**src/rtl/bpu_ras_pkg.sv**
```systemverilog
// Shared branch-predictor types: resolved branch kinds and RAS sizing defaults.
package bpu_ras_pkg;

    typedef enum logic [1:0] {
        _ABSOLUTE    = 2'd0,
        _PC_RELATIVE = 2'd1,
        _CALL        = 2'd2,
        _RETURN      = 2'd3
    } br_type_t;

    localparam int RAS_DEPTH = 8;
    localparam int RAS_AW    = 30;

endpackage

```
**src/rtl/bpu_ras_stack.sv**
```systemverilog
// Circular return-address stack with saturating occupancy, exposing both its
// current state and its next state so a sibling stack can be reloaded from it.
module ras_stack
    import bpu_ras_pkg::*;
#(
    parameter int DEPTH = RAS_DEPTH,
    parameter int AW    = RAS_AW,
    parameter int PW    = $clog2(DEPTH),
    parameter int CW    = $clog2(DEPTH + 1)
) (
    input  logic                      clk,
    input  logic                      rst_n,
    input  logic                      push,
    input  logic                      pop,
    input  logic [AW-1:0]             push_data,
    input  logic                      load,
    input  logic [DEPTH-1:0][AW-1:0]  load_mem,
    input  logic [PW-1:0]             load_ptr,
    input  logic [CW-1:0]             load_cnt,
    output logic [DEPTH-1:0][AW-1:0]  mem,
    output logic [PW-1:0]             ptr,
    output logic [CW-1:0]             cnt,
    output logic [DEPTH-1:0][AW-1:0]  mem_nxt,
    output logic [PW-1:0]             ptr_nxt,
    output logic [CW-1:0]             cnt_nxt
);

    localparam logic [PW-1:0] PTR_ONE = PW'(1);
    localparam logic [CW-1:0] CNT_ONE = CW'(1);
    localparam logic [CW-1:0] CNT_MAX = CW'(DEPTH);

    logic [DEPTH-1:0][AW-1:0] mem_r;
    logic [PW-1:0]            ptr_r;
    logic [CW-1:0]            cnt_r;

    // Next-state: load wins, then replace, push, pop; underflow pops are dropped.
    always_comb begin
        mem_nxt = mem_r;
        ptr_nxt = ptr_r;
        cnt_nxt = cnt_r;
        if (load) begin
            mem_nxt = load_mem;
            ptr_nxt = load_ptr;
            cnt_nxt = load_cnt;
        end else if (push && pop && (cnt_r != {CW{1'b0}})) begin
            mem_nxt[ptr_r - PTR_ONE] = push_data;
        end else if (push) begin
            mem_nxt[ptr_r] = push_data;
            ptr_nxt        = ptr_r + PTR_ONE;
            cnt_nxt        = (cnt_r == CNT_MAX) ? cnt_r : (cnt_r + CNT_ONE);
        end else if (pop && (cnt_r != {CW{1'b0}})) begin
            ptr_nxt = ptr_r - PTR_ONE;
            cnt_nxt = cnt_r - CNT_ONE;
        end else begin
            cnt_nxt = cnt_r;
        end
    end

    // State registers with synchronous active-low clear.
    always_ff @(posedge clk) begin
        if (!rst_n) begin
            mem_r <= '{default: '0};
            ptr_r <= {PW{1'b0}};
            cnt_r <= {CW{1'b0}};
        end else begin
            mem_r <= mem_nxt;
            ptr_r <= ptr_nxt;
            cnt_r <= cnt_nxt;
        end
    end

    assign mem = mem_r;
    assign ptr = ptr_r;
    assign cnt = cnt_r;

endmodule

```
**src/rtl/bpu_ras.sv**
```systemverilog
// Return address stack: speculative copy driven by fetch prediction, committed
// copy driven by resolved branches; a flush reloads speculative from committed.
module bpu_ras
    import bpu_ras_pkg::*;
#(
    parameter int DEPTH = RAS_DEPTH,
    parameter int AW    = RAS_AW
) (
    input  logic          clk,
    input  logic          rst_n,
    input  logic          pred_push_i,
    input  logic [AW-1:0] pred_push_addr_i,
    input  logic          pred_pop_i,
    output logic [AW-1:0] pred_top_o,
    output logic          pred_valid_o,
    input  logic          upd_valid_i,
    input  logic [1:0]    upd_br_type_i,
    input  logic [AW-1:0] upd_pc_i,
    input  logic          upd_flush_i
);

    localparam int PW = $clog2(DEPTH);
    localparam int CW = $clog2(DEPTH + 1);
    localparam logic [PW-1:0] PTR_ONE  = PW'(1);
    localparam logic [AW-1:0] ADDR_ONE = AW'(1);

    logic                     com_push_s;
    logic                     com_pop_s;
    logic [DEPTH-1:0][AW-1:0] com_mem_s, com_mem_nxt_s;
    logic [PW-1:0]            com_ptr_s, com_ptr_nxt_s;
    logic [CW-1:0]            com_cnt_s, com_cnt_nxt_s;
    logic [DEPTH-1:0][AW-1:0] spec_mem_s, spec_mem_nxt_s;
    logic [PW-1:0]            spec_ptr_s, spec_ptr_nxt_s;
    logic [CW-1:0]            spec_cnt_s, spec_cnt_nxt_s;

    // Decode the resolved branch type into committed-stack operations.
    always_comb begin
        com_push_s = 1'b0;
        com_pop_s  = 1'b0;
        case (br_type_t'(upd_br_type_i))
            _CALL:   com_push_s = upd_valid_i;
            _RETURN: com_pop_s  = upd_valid_i;
            default: begin
                com_push_s = 1'b0;
                com_pop_s  = 1'b0;
            end
        endcase
    end

    ras_stack #(.DEPTH(DEPTH), .AW(AW)) u_commit (
        .clk       (clk),
        .rst_n     (rst_n),
        .push      (com_push_s),
        .pop       (com_pop_s),
        .push_data (upd_pc_i + ADDR_ONE),
        .load      (1'b0),
        .load_mem  ('{default: '0}),
        .load_ptr  ({PW{1'b0}}),
        .load_cnt  ({CW{1'b0}}),
        .mem       (com_mem_s),
        .ptr       (com_ptr_s),
        .cnt       (com_cnt_s),
        .mem_nxt   (com_mem_nxt_s),
        .ptr_nxt   (com_ptr_nxt_s),
        .cnt_nxt   (com_cnt_nxt_s)
    );

    // The flushing branch is itself committed, so reload from committed next-state.
    ras_stack #(.DEPTH(DEPTH), .AW(AW)) u_spec (
        .clk       (clk),
        .rst_n     (rst_n),
        .push      (pred_push_i),
        .pop       (pred_pop_i),
        .push_data (pred_push_addr_i),
        .load      (upd_flush_i),
        .load_mem  (com_mem_nxt_s),
        .load_ptr  (com_ptr_nxt_s),
        .load_cnt  (com_cnt_nxt_s),
        .mem       (spec_mem_s),
        .ptr       (spec_ptr_s),
        .cnt       (spec_cnt_s),
        .mem_nxt   (spec_mem_nxt_s),
        .ptr_nxt   (spec_ptr_nxt_s),
        .cnt_nxt   (spec_cnt_nxt_s)
    );

    // Top-of-stack view, driven only from speculative registers.
    always_comb begin
        if (spec_cnt_s != {CW{1'b0}}) begin
            pred_top_o   = spec_mem_s[spec_ptr_s - PTR_ONE];
            pred_valid_o = 1'b1;
        end else begin
            pred_top_o   = {AW{1'b0}};
            pred_valid_o = 1'b0;
        end
    end

endmodule

```
**config.mk**
```make
export PLATFORM = sky130hd
export DESIGN_NAME = bpu_ras
export DESIGN_NICKNAME = d
export VERILOG_FILES = /design/src/rtl/bpu_ras_pkg.sv /design/src/rtl/bpu_ras_stack.sv /design/src/rtl/bpu_ras.sv
export SDC_FILE = /design/constraint.sdc
export NUM_CORES = 1
export LEC_CHECK = 0
export CORE_MARGIN = 5
export CORE_UTILIZATION = 45
export DETAILED_ROUTE_END_ITERATION = 10
export HOLD_SLACK_MARGIN = 0.05
export PLACE_DENSITY_LB_ADDON = 0.12
export SLEW_MARGIN = 10
export SYNTH_ARGS = -nofsm -noshare
export SYNTH_HDL_FRONTEND = slang
export SYNTH_SLANG_ARGS = --single-unit
```
**constraint.sdc**
```tcl
create_clock -name clk -period 3.3 [get_ports clk]
set_clock_uncertainty 0.15 [all_clocks]
set_input_delay 0.66 -clock clk [delete_from_list [all_inputs] [get_ports clk]]
set_output_delay 0.66 -clock clk [all_outputs]
set_load 0.05 [all_outputs]
```
**Run 1: supply network**

Pins as bars on the die edge. Tap cells in gray.
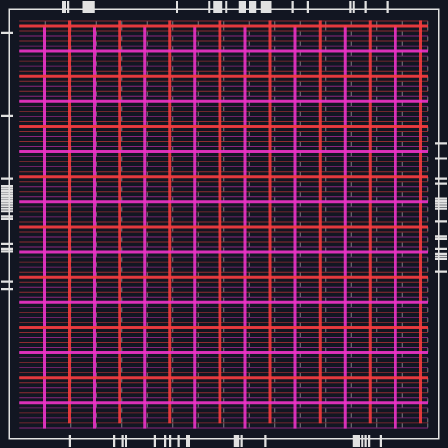
magenta -> VSS
red -> VDD
met4 straps = 16
signal pins = 99
tap cells = 664

**Run 1: routing congestion**

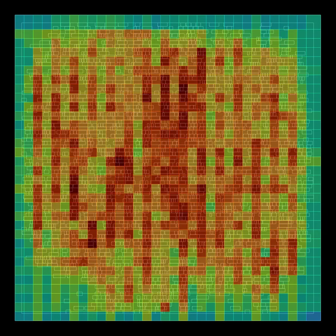
met1 usage: 0.419
final core utilization: 0.583
Total GRT Usage: 0.315
GR peak layer: met2

==> flow_metrics.py, run 1 <==
# Generated from Yosys and OpenROAD reports
metrics = {
    "grt": {
        "antenna_found_initial": 0,
        "use_met3": 0.0566,
        "grt_first_pass_wirelength_um": 130000,
        "grt_max_degree": 98,
        "grt_util_met2": 0.504,
        "grt-ovfl-total": 0,
        "grt_pass1_vias": 20700,
    },
    "critical_path": {
        "cp_slowest_cell": "dfxtp_2",
        "r2r_slack_ns": 0.28,
        "slowest_delay_ns": 0.33,
        "crit_chain": "inv_2 > ha_4 > xor2_2 > buf_6 > buf_6 > nor2_4 > buf_6 > clkbuf_16 > a22oi_2 > and4_4 > nor2_4 > buf_12",
        "reg2regPathDepth": 8,
        "critPathMaxFanout": 5,
        "cpMostUsedCell": "buf_6",
        "start_kind": "register",
        "crit_type": "reg -> out",
        "regToRegEndpoint": "u_spec.mem[85]",
        "required_ns": 2.49,
        "endpoint_kind": "primary output",
        "cp.arrival_ns": 2.63,
        "reg2reg_from": "u_spec.cnt[3]",
    },
    "logic_synthesis": {
        "yosysSeqAreaShare": 0.447,
        "ys_area_um2": 22100,
        "ys_types": 79,
        "edf_count": 0,
        "synth-main-ff-cell": "dfxtp_1",
        "synth_area_um2": 22100,
        "floorplan.nets": 2631,
        "ys_cells": 2553,
        "ys_ff": 494,
        "syn_inst": 2553,
        "yosys_warnings": 0,
        "avgSynthCellArea_um2": 8.66,
        "async_flop_share": 0,
    },
    "timing": {
        "finalCritPeriodShare": 1.04,
        "hold_violations": 0,
        "maxClockFrequency_mhz": 290,
        "fin_ws_ns": -0.145,
        "holdWs_ns": 0.254,
        "fin_crit_ns": 3.44,
        "final-setup-viol-count": 30,
        "grt_setup_unrepaired": "yes",
        "drv_slew": 0,
        "max-slew-margin-rel": 0.394,
        "max_slew.worst_pin.slew_ns": 0.897,
    },
    "power": {
        "p_clk_frac": 0.384,
        "power-top-group": "registers",
        "p_clk_mw": 6.11,
        "power.total_mw": 15.9,
        "pg_comb_mw": 3.54,
        "leakagePower_nw": 11.1,
        "ir_drop_v": 0.000367,
        "cellPowerDensity_nw_per_um2": 561,
        "p_int_mw": 11.0,
        "comb_power_share": 0.222,
        "p_seq_frac": 0.394,
        "p_sw_mw": 4.90,
        "powerSeq_mw": 6.27,
        "p_sw_frac": 0.307,
    },
    "placement": {
        "portBuffers": 98,
        "placedInstanceArea_um2": 25700,
        "hpwl_um": 53000,
        "gp_congestion": 0.908,
        "post-place-cells": 3278,
    },
    "clocking": {
        "hold_buffers": 0,
        "cts_tree": "done",
        "htreeDepth": 2,
        "clock-sinks": 494,
        "clockBufferDepth": 3,
        "numCtsBuffers": 53,
        "path_clk_slew_ns": 0.06,
        "clock_latency_ns": 0.61,
        "clockRootBuffer": "clkbuf_16",
    },
    "detailed_routing": {
        "routed_via_density": 6.28,
        "dr_wl_met3_um": 8190,
        "antenna_left": 0,
        "wire_per_inst_um": 26.0,
        "drt-initial-drc-count": 2392,
        "dr.pass1.iters": 8,
        "highest_layer": "met4",
        "drc_errors": 0,
        "met1Wirelength_um": 36000,
        "drt-total-wl_um": 88600,
        "met2_length_um": 40000,
        "num_vias": 21400,
    },
    "job": {
        "warnings": 31,
        "cap_violations": 0,
    },
    "layout": {
        "finish.net_count": 2776,
        "layoutNonFillerInstCount": 3404,
        "drive_gt1_frac": 0.195,
        "design_area_um2": 28400,
        "syn_to_final_growth_pct": 28.5,
        "fillers": 4285,
        "num_antenna_cells": 0,
    },
    "die": {
        "die_x_um": 232,
        "rows": 81,
        "initial_core_util": 0.454,
        "io_pins": 99,
        "dieHeight_um": 232,
        "core_area_um2": 48700,
        "die_area_um2": 53700,
    },
    "worst_hold_path": {
        "worstHoldEndpoint": "u_spec.mem[176]",
        "hp-start": "upd_flush_i",
        "whs_path_depth": 2,
        "hold_class": "in -> reg",
    },
    "outcome": {
        "status": "finished, violations left",
        "violations": "negative setup slack",
    },
}
**Run 1: clock distribution**

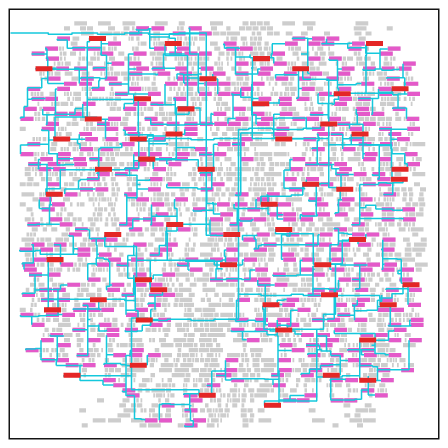
magenta -> flip-flops  # count 494
red -> cells driving clock nets  # count 53
cyan -> clock wires  # length 6,330 um
flops lie = spread over the die

[run 1: critical path, delay by kind of cell (launching register included)]
kind | cells | cell delay, ns
fa+ha+maj | 1 | 0.17
flops | 1 | 0.33
xor+xnor | 1 | 0.14
buf+inv | 6 | 0.81
simple gates | 3 | 0.51
compound gates | 1 | 0.08
[run 1: cells by family (layout without fill, tap and decap cells)]
family / Yosys count / count (layout) / synth area share
AOI/OAI and AO/OA: 809 / 809 / 0.232
xor gates and xnor gates: 44 / 44 / 0.0178
adders and majority gates: 10 / 10 / 0.00600
buffers and inverters: 245 / 432 / 0.0440
DFF: 494 / 494 / 0.447
muxes: 221 / 221 / 0.102
and+or+nand+nor: 730 / 730 / 0.152
[run 1: flip-flops by register name (all words and copies together), names as in the netlist]
register	cells
u_commit.cnt	4
u_spec.mem	240
u_spec.cnt	4
u_commit.ptr	3
u_spec.ptr	3
u_commit.mem	240
[run 1: placed cells by master, fill, tap and decap left out, types with 36 or more instances in the layout]
cell and n:
a211oi_1 58, a21oi_1 146, a22oi_1 67, a22oi_2 59, and2_1 36, buf_12 80, buf_4 147, clkbuf_16 58
clkdlybuf4s50_1 65, dfxtp_1 491, mux2i_1 196, nand2_1 133, nor2_1 331, nor2_4 41, nor3_1 41, o21ai_0 248
o22ai_1 88
[run 1: Yosys cell counts, drive strengths merged, types with 20 or more instances]
| cell | number | area (um2) |
|---|---|---|
| clkbuf | 192 | 722 |
| o21ai | 252 | 1260 |
| dfxtp | 494 | 9890 |
| o221ai | 25 | 219 |
| nor3 | 46 | 235 |
| o22ai | 88 | 551 |
| and2 | 36 | 225 |
| mux2 | 24 | 270 |
| nor2 | 373 | 1410 |
| xnor2 | 26 | 228 |
| nand3 | 31 | 155 |
| a22oi | 126 | 946 |
| buf | 34 | 180 |
| nand4 | 20 | 125 |
| mux2i | 197 | 1980 |
| nand2 | 137 | 517 |
| and4 | 32 | 280 |
| a21oi | 147 | 739 |
| a211oi | 58 | 435 |
[run 1: worst max path at each step]
| stage | startpoint | end | slack [ns] |
|---|---|---|---|
| 2_1_floorplan | u_spec.ptr[0] | pred_top_o[13] | 0.02 |
| 3_3_place_gp | upd_pc_i[2] | u_spec.mem[131] | -0.14 |
| 3_5_place_dp | upd_pc_i[1] | u_spec.mem[140] | -0.14 |
| 4_1_cts | u_spec.ptr[1] | pred_top_o[0] | -0.13 |
| 5_1_grt | u_spec.ptr[0] | pred_top_o[12] | -0.20 |
| 6_report | u_spec.ptr[1] | pred_top_o[12] | -0.14 |
[run 1: timing repair]
action,4_1_cts,5_1_grt
setup buffers,17,1
gates resized,107,33
pin swaps,28,25
gates cloned,5,6
setup endpoints to repair,31,30
[run 1: layout make-up]
class                      count  area [um2]  area share
clock inverter                16         194     0.00682
timing repair buffer         316        3780       0.133
sequential                   494        9900       0.348
inverter                      19        76.3     0.00269
tap                          664         831      0.0292
multi-input combinational   1814       12100       0.425
clock buffer                  81        1570      0.0553
[run 1: metrics by stage]
stage / TNS (ns) / setup WS, ns
3_3_place_gp: -1.73 / -0.138
6_report: -2.39 / -0.145
3_5_place_dp: -2.47 / -0.145
4_1_cts: -2.70 / -0.126
2_1_floorplan: 0 / 0.0246
5_1_grt: -4.50 / -0.203
**Run 1: where the registers sit**

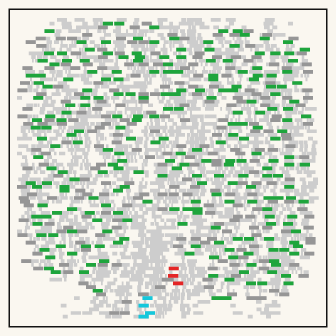

## Run 2: what changed since run 1
CORE_UTILIZATION = 50   (was 45)
SYNTH_HIERARCHICAL = 1   (was not set)
**Run 2: where the registers sit**

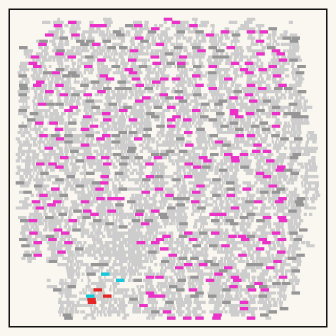
magenta -> u_spec/mem  # placed flops 240, where spread over the die
red -> u_commit/cnt  # placed flops 4, where lower left
cyan -> u_commit/ptr  # placed flops 3
sequential share of cell area: 0.227
seq pwr: 6.85 mW
FF+latch area: 9890 um2
final core utilization: 0.635

==> run 2 against run 1 <==
Against the previous run: register-to-register slack lost 0.04 ns; synthesized cell count grew 41%; wire length grew 54%; design area grew 53%; core utilization grew 5.2 points; die area grew 39%; the run still ends with negative setup slack left; via count grew 57%.
==> flow_metrics.py, run 2 <==
# Generated from Yosys and OpenROAD reports
metrics = {
    "clocking": {
        "clockBufferDepth": 3,
        "htreeDepth": 2,
        "clock-sinks": 494,
        "hold_buffers": 0,
        "cts_tree": "done",
        "path_clk_slew_ns": 0.06,
        "numCtsBuffers": 58,
        "clockRootBuffer": "clkbuf_16",
        "clock_latency_ns": 0.64,
    },
    "power": {
        "cellPowerDensity_nw_per_um2": 497,
        "power.total_mw": 21.7,
        "leakagePower_nw": 18.3,
        "ir_drop_v": 0.000478,
    },
    "logic_synthesis": {
        "syn_inst": 3611,
        "yosys_warnings": 6,
        "synth_area_um2": 34600,
        "avgSynthCellArea_um2": 9.59,
    },
    "detailed_routing": {
        "routed_via_density": 6.68,
        "num_vias": 33500,
        "antenna_left": 0,
        "wire_per_inst_um": 27.2,
        "drc_errors": 0,
        "dr.pass1.iters": 5,
        "drt-total-wl_um": 136000,
        "drt-initial-drc-count": 3576,
    },
    "critical_path": {
        "reg2regPathDepth": 9,
        "crit_buf_inv": 4,
        "critPathMaxFanout": 12,
        "crit_family": "buffers and inverters",
        "cpMostUsedCell": "buf_12",
        "regToRegEndpoint": "u_spec/mem[141]",
        "slowest_delay_ns": 0.34,
        "reg2reg_from": "u_commit/ptr[1]",
        "endpoint_kind": "primary output",
        "cp_slowest_cell": "dfxtp_2",
        "crit_chain": "inv_2 > ha_4 > xnor2_4 > or2_4 > buf_12 > buf_16 > o22ai_1 > nor3_2 > buf_12",
        "crit_type": "reg -> out",
        "start_kind": "register",
        "required_ns": 2.49,
        "cp.arrival_ns": 2.53,
        "r2r_slack_ns": 0.24,
    },
    "layout": {
        "syn_to_final_growth_pct": 25.9,
        "fillers": 5659,
        "lay_top_cells": "496 x o22ai_1, 492 x mux2_2, 492 x dfxtp_1",
        "drive_gt1_frac": 0.326,
        "finish.net_count": 4117,
        "layoutNonFillerInstCount": 5014,
        "final_common_cell": "o22ai_1",
    },
    "timing": {
        "max_slew.worst_pin.slew_ns": 0.782,
        "fin_ws_ns": -0.0364,
        "maxClockFrequency_mhz": 300,
        "grt_setup_unrepaired": "yes",
        "finalCritPeriodShare": 1.01,
        "drv_slew": 0,
        "hold_violations": 0,
        "final.setup.tns_ns": -0.142,
        "holdWs_ns": 0.428,
        "final-setup-viol-count": 11,
        "fin_crit_ns": 3.34,
        "max-slew-margin-rel": 0.478,
    },
    "placement": {
        "hpwl_um": 77100,
        "portBuffers": 98,
        "post-place-cells": 4889,
        "gp_congestion": 0.822,
    },
    "worst_hold_path": {
        "whs_path_depth": 2,
        "hold_class": "reg -> reg",
        "worstHoldEndpoint": "u_spec/mem[20]",
        "hp-start": "u_spec/mem[20]",
    },
    "job": {
        "cap_violations": 0,
        "warnings": 36,
    },
    "die": {
        "initial_core_util": 0.504,
        "dieHeight_um": 273,
        "rows": 96,
        "die_area_um2": 74600,
        "io_pins": 99,
        "core_area_um2": 68700,
        "die_x_um": 273,
    },
    "grt": {
        "grt_max_degree": 252,
        "grt-ovfl-total": 0,
        "grt_use_total": 0.346,
        "grt_pass1_vias": 33900,
        "antenna_found_initial": 3,
        "grt_first_pass_wirelength_um": 204000,
    },
    "outcome": {
        "violations": "negative setup slack",
        "status": "finished, violations left",
    },
}
==> run 2: worst min-delay path, delay by kind of cell, from the launching register on <==
kind            cells  cell delay, ns
mux                 1            0.12
compound gates      1            0.08
flops               1            0.32
==> run 2: area by class of cell <==
class | count | area (um2) | area share
clock buffer | 95 | 1750 | 0.0401
clock inverter | 7 | 75.1 | 0.00172
timing repair buffer | 567 | 6390 | 0.147
multi-input combinational | 2896 | 24200 | 0.555
antenna | 2 | 5.00 | 0.000115
sequential | 494 | 9890 | 0.227
tap | 931 | 1160 | 0.0267
inverter | 22 | 105 | 0.00241
==> run 2: report_power, final <==
group	leakage [nW]	total [mW]	switching, mW	internal [mW]
Clock	0.895	6.38	2.72	3.66
Combinational	13.3	8.45	4.61	3.84
Sequential	4.11	6.85	0.348	6.50
Total	18.3	21.7	7.68	14.0
==> run 2: worst max-delay path by stage <==
stage                        startpoint               to  slack [ns]  cells past startpoint
after floorplan           u_spec/ptr[0]   pred_top_o[28]        0.20                      7
after global placement      upd_pc_i[0]  u_spec/mem[220]       -0.35                     13
after global routing      u_spec/ptr[1]   pred_top_o[20]       -0.08                      8
after detailed placement    upd_pc_i[1]  u_spec/mem[190]       -0.41                     13
after CTS                 u_spec/ptr[1]    pred_top_o[2]       -0.11                      9
final                     u_spec/ptr[1]   pred_top_o[15]       -0.04                      9
==> run 2: metrics by stage <==
stage,cell area (um2),worst slack [ns]
floorplan,35700,0.204
global placement,40700,-0.350
detailed placement,40700,-0.406
CTS,43300,-0.108
global route,43600,-0.0848
finish,43600,-0.0364
==> run 2: repair_timing <==
action                                  CTS  global route
pin swaps                                12             8
buffers inserted                         11             0
gates resized                            57            55
endpoints found under the setup margin   30            31
cloned                                   11             1
==> run 2: layer usage <==
layer  global-route usage  vias up  share of wire
li1                     -    14900              -
met5                    0        -        0.00014
met4                0.170        2          0.052
met3               0.0670      430          0.092
met1                0.447    16500           0.41
met2                0.556     1743           0.45
Power and IR drop assume default switching activity.
